### config.mk
export PLATFORM = sky130hd
export DESIGN_NAME = alu_writeback_stage
export DESIGN_NICKNAME = d
export VERILOG_FILES = /design/src/rtl/alu_writeback_stage.sv
export SDC_FILE = /design/constraint.sdc
export NUM_CORES = 1
export LEC_CHECK = 0
export CAP_MARGIN = 20
export CORE_ASPECT_RATIO = 0.8
export CORE_MARGIN = 4
export CORE_UTILIZATION = 42
export DETAILED_ROUTE_END_ITERATION = 8
export PLACE_DENSITY = 0.87
export SYNTH_ARGS = -nofsm -noshare
export SYNTH_HDL_FRONTEND = slang
export SYNTH_SLANG_ARGS = --single-unit
### constraint.sdc
create_clock -name clk -period 2.17 [get_ports clk]
set_input_delay 0.5425 -clock clk [delete_from_list [all_inputs] [get_ports clk]]
set_output_delay 0.5425 -clock clk [all_outputs]
set_load 0.05 [all_outputs]
### src/rtl/alu_writeback_stage.sv
// Writeback stage at the tail of the ALU datapath: registers ALU results or
// load data, drives the register-file write port, keeps the flags and forwards.
module alu_writeback_stage #(
  parameter int DATA_W      = 8,
  parameter int REG_AW      = 3,
  parameter int MEM_TIMEOUT = 16
) (
  input  logic              clk,
  input  logic              reset,
  input  logic              ex_valid,
  output logic              ex_ready,
  input  logic [DATA_W-1:0] ex_result,
  input  logic              ex_carry,
  input  logic [REG_AW-1:0] ex_dest,
  input  logic              ex_wb_en,
  input  logic              ex_flag_en,
  input  logic              ex_is_load,
  output logic              mem_req,
  input  logic              mem_ready,
  input  logic [DATA_W-1:0] mem_rdata,
  output logic              rf_we,
  output logic [REG_AW-1:0] rf_waddr,
  output logic [DATA_W-1:0] rf_wdata,
  output logic              flag_carry,
  output logic              flag_zero,
  output logic              mem_err,
  input  logic [REG_AW-1:0] src1_idx,
  input  logic [REG_AW-1:0] src2_idx,
  output logic              fwd1_hit,
  output logic              fwd2_hit,
  output logic [DATA_W-1:0] fwd_data
);

  localparam int CNT_W = (MEM_TIMEOUT > 1) ? $clog2(MEM_TIMEOUT) : 1;
  localparam logic [CNT_W-1:0] CNT_LAST = CNT_W'(MEM_TIMEOUT - 1);

  typedef enum logic {
    RUN      = 1'b0,
    MEM_WAIT = 1'b1
  } state_t;

  state_t              state;
  state_t              state_next;
  logic                wb_valid;
  logic [REG_AW-1:0]   wb_addr;
  logic [DATA_W-1:0]   wb_data;
  logic                pend_flag_en;
  logic [CNT_W-1:0]    cnt;

  logic                accept;
  logic                load_done;
  logic                load_timeout;

  // Handshake: an op transfers on a rising edge where ex_valid and ex_ready
  // are both high; upstream must hold the op stable while ex_ready is low.
  // mem_rdata is taken on any edge in MEM_WAIT where mem_ready is high.
  always_comb begin
    state_next   = state;
    ex_ready     = 1'b0;
    mem_req      = 1'b0;
    accept       = 1'b0;
    load_done    = 1'b0;
    load_timeout = 1'b0;
    case (state)
      RUN: begin
        ex_ready = 1'b1;
        accept   = ex_valid;
        if (accept && ex_is_load) begin
          state_next = MEM_WAIT;
        end
      end
      MEM_WAIT: begin
        mem_req = 1'b1;
        // Data arriving on the last allowed cycle still counts as success.
        if (mem_ready) begin
          load_done  = 1'b1;
          state_next = RUN;
        end else if (cnt == CNT_LAST) begin
          load_timeout = 1'b1;
          state_next   = RUN;
        end
      end
      default: state_next = RUN;
    endcase
  end

  always_ff @(posedge clk) begin
    if (reset) begin
      state <= RUN;
    end else begin
      state <= state_next;
    end
  end

  always_ff @(posedge clk) begin
    if (reset) begin
      wb_valid     <= 1'b0;
      wb_addr      <= '0;
      wb_data      <= '0;
      pend_flag_en <= 1'b0;
      cnt          <= '0;
      flag_carry   <= 1'b0;
      flag_zero    <= 1'b0;
      mem_err      <= 1'b0;
    end else begin
      wb_valid <= 1'b0;
      if (accept && !ex_is_load) begin
        wb_valid <= ex_wb_en;
        wb_addr  <= ex_dest;
        wb_data  <= ex_result;
        if (ex_flag_en) begin
          flag_carry <= ex_carry;
          flag_zero  <= ~|ex_result;
        end
      end
      if (accept && ex_is_load) begin
        wb_addr      <= ex_dest;
        pend_flag_en <= ex_flag_en;
        cnt          <= '0;
      end
      // Loads always write; only the zero flag follows load data.
      if (load_done) begin
        wb_valid <= 1'b1;
        wb_data  <= mem_rdata;
        if (pend_flag_en) begin
          flag_zero <= ~|mem_rdata;
        end
      end
      if (load_timeout) begin
        mem_err <= 1'b1;
      end else if (mem_req && !mem_ready) begin
        cnt <= cnt + CNT_W'(1);
      end
    end
  end

  assign rf_we    = wb_valid;
  assign rf_waddr = wb_addr;
  assign rf_wdata = wb_data;

  assign fwd1_hit = wb_valid && (wb_addr == src1_idx);
  assign fwd2_hit = wb_valid && (wb_addr == src2_idx);
  assign fwd_data = wb_data;

endmodule
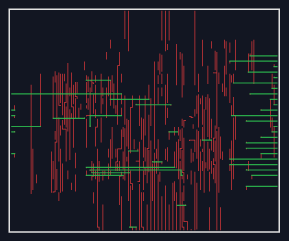
Run 1: signal wires by layer
Scale: 4 px per µm. Only two layers are drawn.
legend:
  green:
    layer: M3
    wire_length: 298 µm
  red:
    layer: M2
    wire_length: 1570 µm

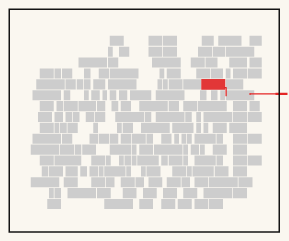
Run 1: nets reached from selected ports
Scale: 4 px per µm.
legend:
  red:
    port: fwd2_hit
    bits: 1
    direction: output
    end_cells: 1
    buffers: 1
    wire: 9.30 µm

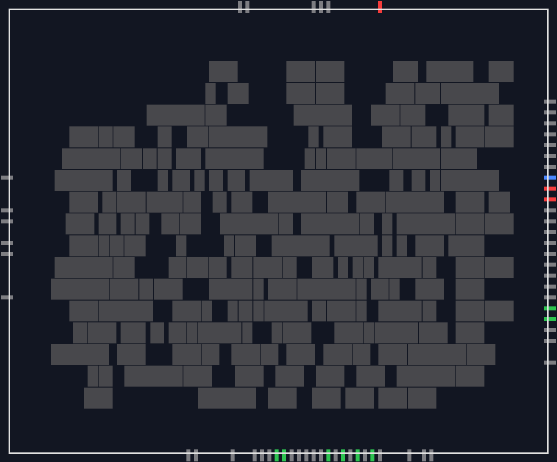
Run 1: I/O pins on the die edge
Scale: 8 px per µm. Pins as bars across the die edge, other pins in grey.
legend:
  blue:
    port: fwd2_hit
    pins: 1
    direction: output
    edge: right
  green:
    port: mem_rdata
    pins: 8
    direction: input
    edge: 6 bottom, 2 right
  red:
    port: rf_waddr
    pins: 3
    direction: output
    edge: 2 right, 1 top
all pins by edge: 24 bottom, 24 right, 6 left, 6 top
Die Span X: 67.1 µm
number of I/O port buffers: 59
Die H: 55.3 µm

==> ci_impl_report.md, run 1 <==
## PnR job results

| Metric | Value |
|---|---|
| Number of flops mapped to enable cells by yosys | 0 |
| Antenna Cells | 0 |
| Main flop type | sky130_fd_sc_hd__dfxtp_1 |
| Startpoint of the most critical register-to-register path | cnt[0]$_SDFF_PP0_ |
| Final Non-Filler Cells | 222 |
| Comb pwr share | 37.3% |
| Worst endpoint data arrival time | 1570 ps |
| Global route overflow | 0 |
| List of most frequent post-synthesis cells | 21 x sky130_fd_sc_hd__dfxtp_1, 21 x sky130_fd_sc_hd__nand2_1, 11 x sky130_fd_sc_hd__nor3_1, 10 x sky130_fd_sc_hd__buf_4 |
| Longest Clk Path Bufs | 2 |
| Final total power | 972 µW |
| Net Count, Synth | 166 |
| Slew at the pin closest to its max-slew limit | 521 ps |
| Largest type area fraction | 35.8% |
| Relative contribution of sequential cells to total power | 43.7% |
| Clock sink total | 21 |
| Layout Skew | 4.74 ps |
| Number of nets in the layout | 221 |
| Worst setup path startpoint | src1_idx[1] |
| Area fraction in compound gates | 19.1% |
| Number of warnings printed during yosys synthesis | 0 |
| Max Fclk | 0.472 GHz |
| Relative area change from synthesis to final layout | 54.6% |
| Power dissipated in combinational cells | 362 µW |
| Slowest CP cell | sky130_fd_sc_hd__clkdlybuf4s50_1 |
| Most frequent logic cell in the layout | sky130_fd_sc_hd__clkdlybuf4s50_1 |
| XOR/XNOR Area Share | 5.22% |
| Critical Path Sink Type | output pin |
| Clk slew on worst S/H paths | 120 ps |
| Core Util at FP | 45.8% |
| PD cells | 535 mW/mm² |
| Clk. pwr | 186 µW |
| Main power-consuming group | sequential cells |
| Register fraction of the total cell area | 23.1% |
| Count of pins over their slew limit | 0 |
| Worst Hold Path EP | mem_err$_SDFFE_PP0P_ |
| Global Route met3 Usage | 5.68% |
| Number of endpoints with negative hold slack in the final report | 0 |
| Buffer count from post-CTS setup fixing | 0 |
| Total of flip-flops plus latches after synthesis | 21 |
| Switching portion of total power | 35.4% |
| Via count of the first global-routing pass | 1128 |
| Total leakage power | 0.725 nW |
| Via total after detailed routing | 1194 |
| Highest layer used for signal routing | met4 |
| Multi-input gate count | 95 |
| I/O pin total | 60 |
| Number of nets with antenna violations after detailed routing | 0 |
| Logic share of the area | 36.2% |
| Final HPWL DP | 2580 µm |
| Adder Share, Synth | 1.06% |
| Instance count along the most critical hold path | 2 |
| Buffer-and-inverter tally for the worst setup path | 2 |
| Met3 WL post-DR | 298 µm |
| Hold path startpoint | mem_err$_SDFFE_PP0P_ |
| FILL cells | 218 |
| # H-tree levels | 1 |
| Cell at the root of the clock tree | sky130_fd_sc_hd__clkbuf_4 |
| Total of cells resized after clock tree synthesis | 0 |
| Cell area after technology mapping | 0.00117 mm² |
| Final-layout clock buffer total | 3 |
| Global-route wire length before repair | 5100 µm |
| Seq. cell area | 420 µm² |
| Count of inverters other than clock inverters in the layout | 1 |
| Footprint of the multi-input gates | 657 µm² |
| TritonCTS clock tree | yes |
| Share of final-layout standard cells stronger than drive strength 1 | 14.0% |
| Required time of the worst setup path | 1630 ps |
| Cell type taking the most area | buffers |
| Clk ins delay skew pair | 300 ps |
| Crit path setup slack, layout | 53.1 ps |
| Placed cells | 218 |
| Number of cells in the yosys synthesis report | 132 |
| Fraction of the cycle the final worst path needs | 97.6% |
| Mux frac, synth | 3.41% |
| Pin count of the biggest net entering global routing | 22 |
| Met1 track demand over resource | 21.3% |
| Endpoint of the most critical register-to-register path | cnt[0]$_SDFF_PP0_ |
| Chip area from the yosys synthesis statistics | 0.00117 mm² |
| Synthesized instance count | 132 |
| DIE AREA | 0.00371 mm² |
| Switching pwr | 345 µW |
| Number of warnings in the stage logs | 26 |
| Iteration tally of the first detailed-router pass | 4 |
| Maximum net fanout on the critical path | 1 |
| Basic-gate share of the synthesized area counting and, or, nand and nor cells | 25.2% |
| Wl on met1 | 1320 µm |
| Biggest area consumer among synthesized cells | sky130_fd_sc_hd__dfxtp_1 |
| Capturing element of the worst setup path | fwd1_hit |
| Summed negative setup slack over all endpoints | 0 ps |
| Distinct cell type count after synthesis | 29 |
| Buffer share of cell area | 36.5% |
| Per-instance average area after synthesis | 8.90 µm² |
| Area of all placed cells without fillers | 0.00182 mm² |
| Result of the run | finished, final reports clean |
| Via/cell ratio | 5.38 |
| Worst slew margin | 65.2% |
==> run 1 -> run 2 <==
--- a/config.mk
+++ b/config.mk
@@ -11,6 +11,7 @@
 export CORE_UTILIZATION = 42
 export DETAILED_ROUTE_END_ITERATION = 8
 export PLACE_DENSITY = 0.87
+export SLEW_MARGIN = 5
 export SYNTH_ARGS = -nofsm -noshare
 export SYNTH_HDL_FRONTEND = slang
 export SYNTH_SLANG_ARGS = --single-unit
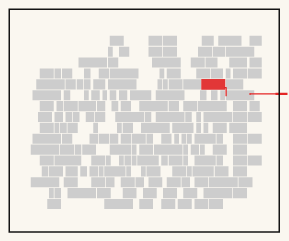
Run 2: nets reached from selected ports
Scale: 4 px per µm.
I/O pin total: 60

==> run 2 against run 1 <==
Net effect:
- register-to-register slack barely moved
- maximum frequency unchanged
- flip-flop count stayed put
- clock skew stayed put
- die size did not move
- total power unchanged
- area after synthesis is the same
- first-iteration DRC count unchanged
- via count did not move
- hold slack did not move
- routed wire length did not move
- global-route usage stayed put
- critical endpoint unchanged
- largest power group unchanged
==> ci_impl_report.md, run 2 <==
## PnR job results

| Metric | Value |
|---|---|
| Die Span X | 67.1 µm |
| Buffer-and-inverter tally for the worst setup path | 2 |
| Worst setup path startpoint | src1_idx[1] |
| Count of pins over their slew limit | 0 |
| List of most frequent post-synthesis cells | 21 x sky130_fd_sc_hd__dfxtp_1, 21 x sky130_fd_sc_hd__nand2_1, 11 x sky130_fd_sc_hd__nor3_1, 10 x sky130_fd_sc_hd__buf_4 |
| Comb pwr share | 37.3% |
| Number of warnings printed during yosys synthesis | 0 |
| Relative area change from synthesis to final layout | 54.6% |
| Slew at the pin closest to its max-slew limit | 521 ps |
| Global-route wire length before repair | 5100 µm |
| Final Non-Filler Cells | 222 |
| Met1 track demand over resource | 21.3% |
| Crit path setup slack, layout | 53.1 ps |
| Wl on met1 | 1320 µm |
| Type of the tightest min-delay check | reg2reg |
| Number of flops mapped to enable cells by yosys | 0 |
| Reported max-cap violation count | 0 |
| Synthesized instance count | 132 |
| Global Route met3 Usage | 5.68% |
| FFs w/ async S/R, synth | 0% |
| Final-layout clock buffer total | 3 |
| Distinct cell type count after synthesis | 29 |
| Biggest area consumer among synthesized cells | sky130_fd_sc_hd__dfxtp_1 |
| Cell area after technology mapping | 0.00117 mm² |
| Seq. cell area | 420 µm² |
| Clk. pwr | 186 µW |
| TritonCTS Buffers | 3 |
| Seq cells | 21 |
| Endpoint of the most critical register-to-register path | cnt[0]$_SDFF_PP0_ |
| Area fraction in compound gates | 19.1% |
| Instance count along the most critical hold path | 2 |
| Final total power | 972 µW |
| Capturing element of the worst setup path | fwd1_hit |
| Total leakage power | 0.725 nW |
| Flip-flop and latch power | 424 µW |
| Basic-gate share of the synthesized area counting and, or, nand and nor cells | 25.2% |
| Placed cells | 218 |
| Max Fclk | 0.472 GHz |
| Number of nets in the layout | 221 |
| Final number of setup-violating endpoints | 0 |
| Worst endpoint data arrival time | 1570 ps |
| Via count of the first global-routing pass | 1128 |
| Highest layer used for signal routing | met4 |
| Switching pwr | 345 µW |
| Antenna Cells | 0 |
| Number of flip-flops under the largest register name | 8 |
| Number of endpoints with negative hold slack in the final report | 0 |
| Footprint of the multi-input gates | 657 µm² |
| Routed len/inst | 14.5 µm |
| Total of flip-flops plus latches after synthesis | 21 |
| Summed negative setup slack over all endpoints | 0 ps |
| Share of the yosys chip area belonging to registers | 35.8% |
| Largest logic family | simple AND/OR/NAND/NOR gates |
| Final HPWL DP | 2580 µm |
| Worst slew margin | 65.2% |
| Cell type taking the most area | buffers |
| Buffer share of cell area | 36.5% |
| Hold path startpoint | mem_err$_SDFFE_PP0P_ |
| FILL cells | 218 |
| Site Rows | 16 |
| Number of nets with antenna violations after detailed routing | 0 |
| Fin util | 70.9% |
| Critical Path Sink Type | output pin |
| DIE AREA | 0.00371 mm² |
| Area of all placed cells without fillers | 0.00182 mm² |
| Total of cells resized after clock tree synthesis | 0 |
| PD cells | 535 mW/mm² |
| RePlAce Congestion | 0.893 |
| Pre-CTS setup slack | 42.4 ps |
| Global-route layer with the greatest usage | met2 |
| Pin count of the biggest net entering global routing | 22 |
| Per-instance average area after synthesis | 8.90 µm² |
| Result of the run | finished, final reports clean |
| Worst hold-check slack | 488 ps |
| Antenna violations before repair | 0 |
| Number of I/O port buffers | 59 |
| # H-tree levels | 1 |
| Switching portion of total power | 35.4% |
| Slowest Stage Delay on Critical Path | 480 ps |
| Met2 global-route usage | 28.6% |
| Number of cells in the yosys synthesis report | 132 |
| Relative contribution of sequential cells to total power | 43.7% |
| Core Util at FP | 45.8% |
| Largest type area fraction | 35.8% |
| Global route overflow | 0 |
| Fraction of the cycle the final worst path needs | 97.6% |
| Iteration tally of the first detailed-router pass | 4 |
| Most frequent logic cell in the layout | sky130_fd_sc_hd__clkdlybuf4s50_1 |
| Critical path depth | 5 |
| Logic share of the area | 36.2% |
| Worst-case register-to-register setup slack | 760 ps |
| Clock sink total | 21 |
| Layout Skew | 4.74 ps |
| Share of final-layout standard cells stronger than drive strength 1 | 14.0% |
| Register fraction of the total cell area | 23.1% |
| XOR/XNOR Area Share | 5.22% |
| Multi-input gate count | 95 |
| Slowest CP cell | sky130_fd_sc_hd__clkdlybuf4s50_1 |
| Buffer count from post-CTS setup fixing | 0 |
| Adder Share, Synth | 1.06% |
| Die H | 55.3 µm |
| Count of non-CTS buffers in the layout | 65 |
| Mux frac, synth | 3.41% |
| Maximum net fanout on the critical path | 1 |
| Worst Hold Path EP | mem_err$_SDFFE_PP0P_ |
| Sort of element at the start of the critical path | input pin |
| Startpoint of the most critical register-to-register path | cnt[0]$_SDFF_PP0_ |
| Count of inverters other than clock inverters in the layout | 1 |
| Category of the most critical setup path | in2out |
| Number of warnings in the stage logs | 26 |
| Net Count, Synth | 166 |
| Power dissipated in combinational cells | 362 µW |
| Cell at the root of the clock tree | sky130_fd_sc_hd__clkbuf_4 |
| TritonCTS clock tree | yes |
| Cells traversed along the worst timing path | clkdlybuf4s50_1 -> xnor2_1 -> nand2_1 -> nor3_4 -> buf_12 |
| Final min period | 2120 ps |
| Longest Clk Path Bufs | 2 |
| Iteration-0 DRC count of the detailed router | 76 |
| Main flop type | sky130_fd_sc_hd__dfxtp_1 |
| Chip area from the yosys synthesis statistics | 0.00117 mm² |
| Clk slew on worst S/H paths | 120 ps |
| # DRC | 0 |
| Met3 WL post-DR | 298 µm |
| Via total after detailed routing | 1194 |
| Required time of the worst setup path | 1630 ps |
| Worst R2R Path Depth | 4 |
| Clk ins delay skew pair | 300 ps |
| Main power-consuming group | sequential cells |
| Via/cell ratio | 5.38 |
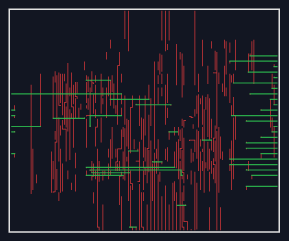
Run 2: signal wires by layer
Scale: 4 px per µm. Only two layers are drawn.
legend:
  red:
    layer: M2
    wire_length: 1570 µm
  green:
    layer: M3
    wire_length: 298 µm

Power and IR drop assume default switching activity.
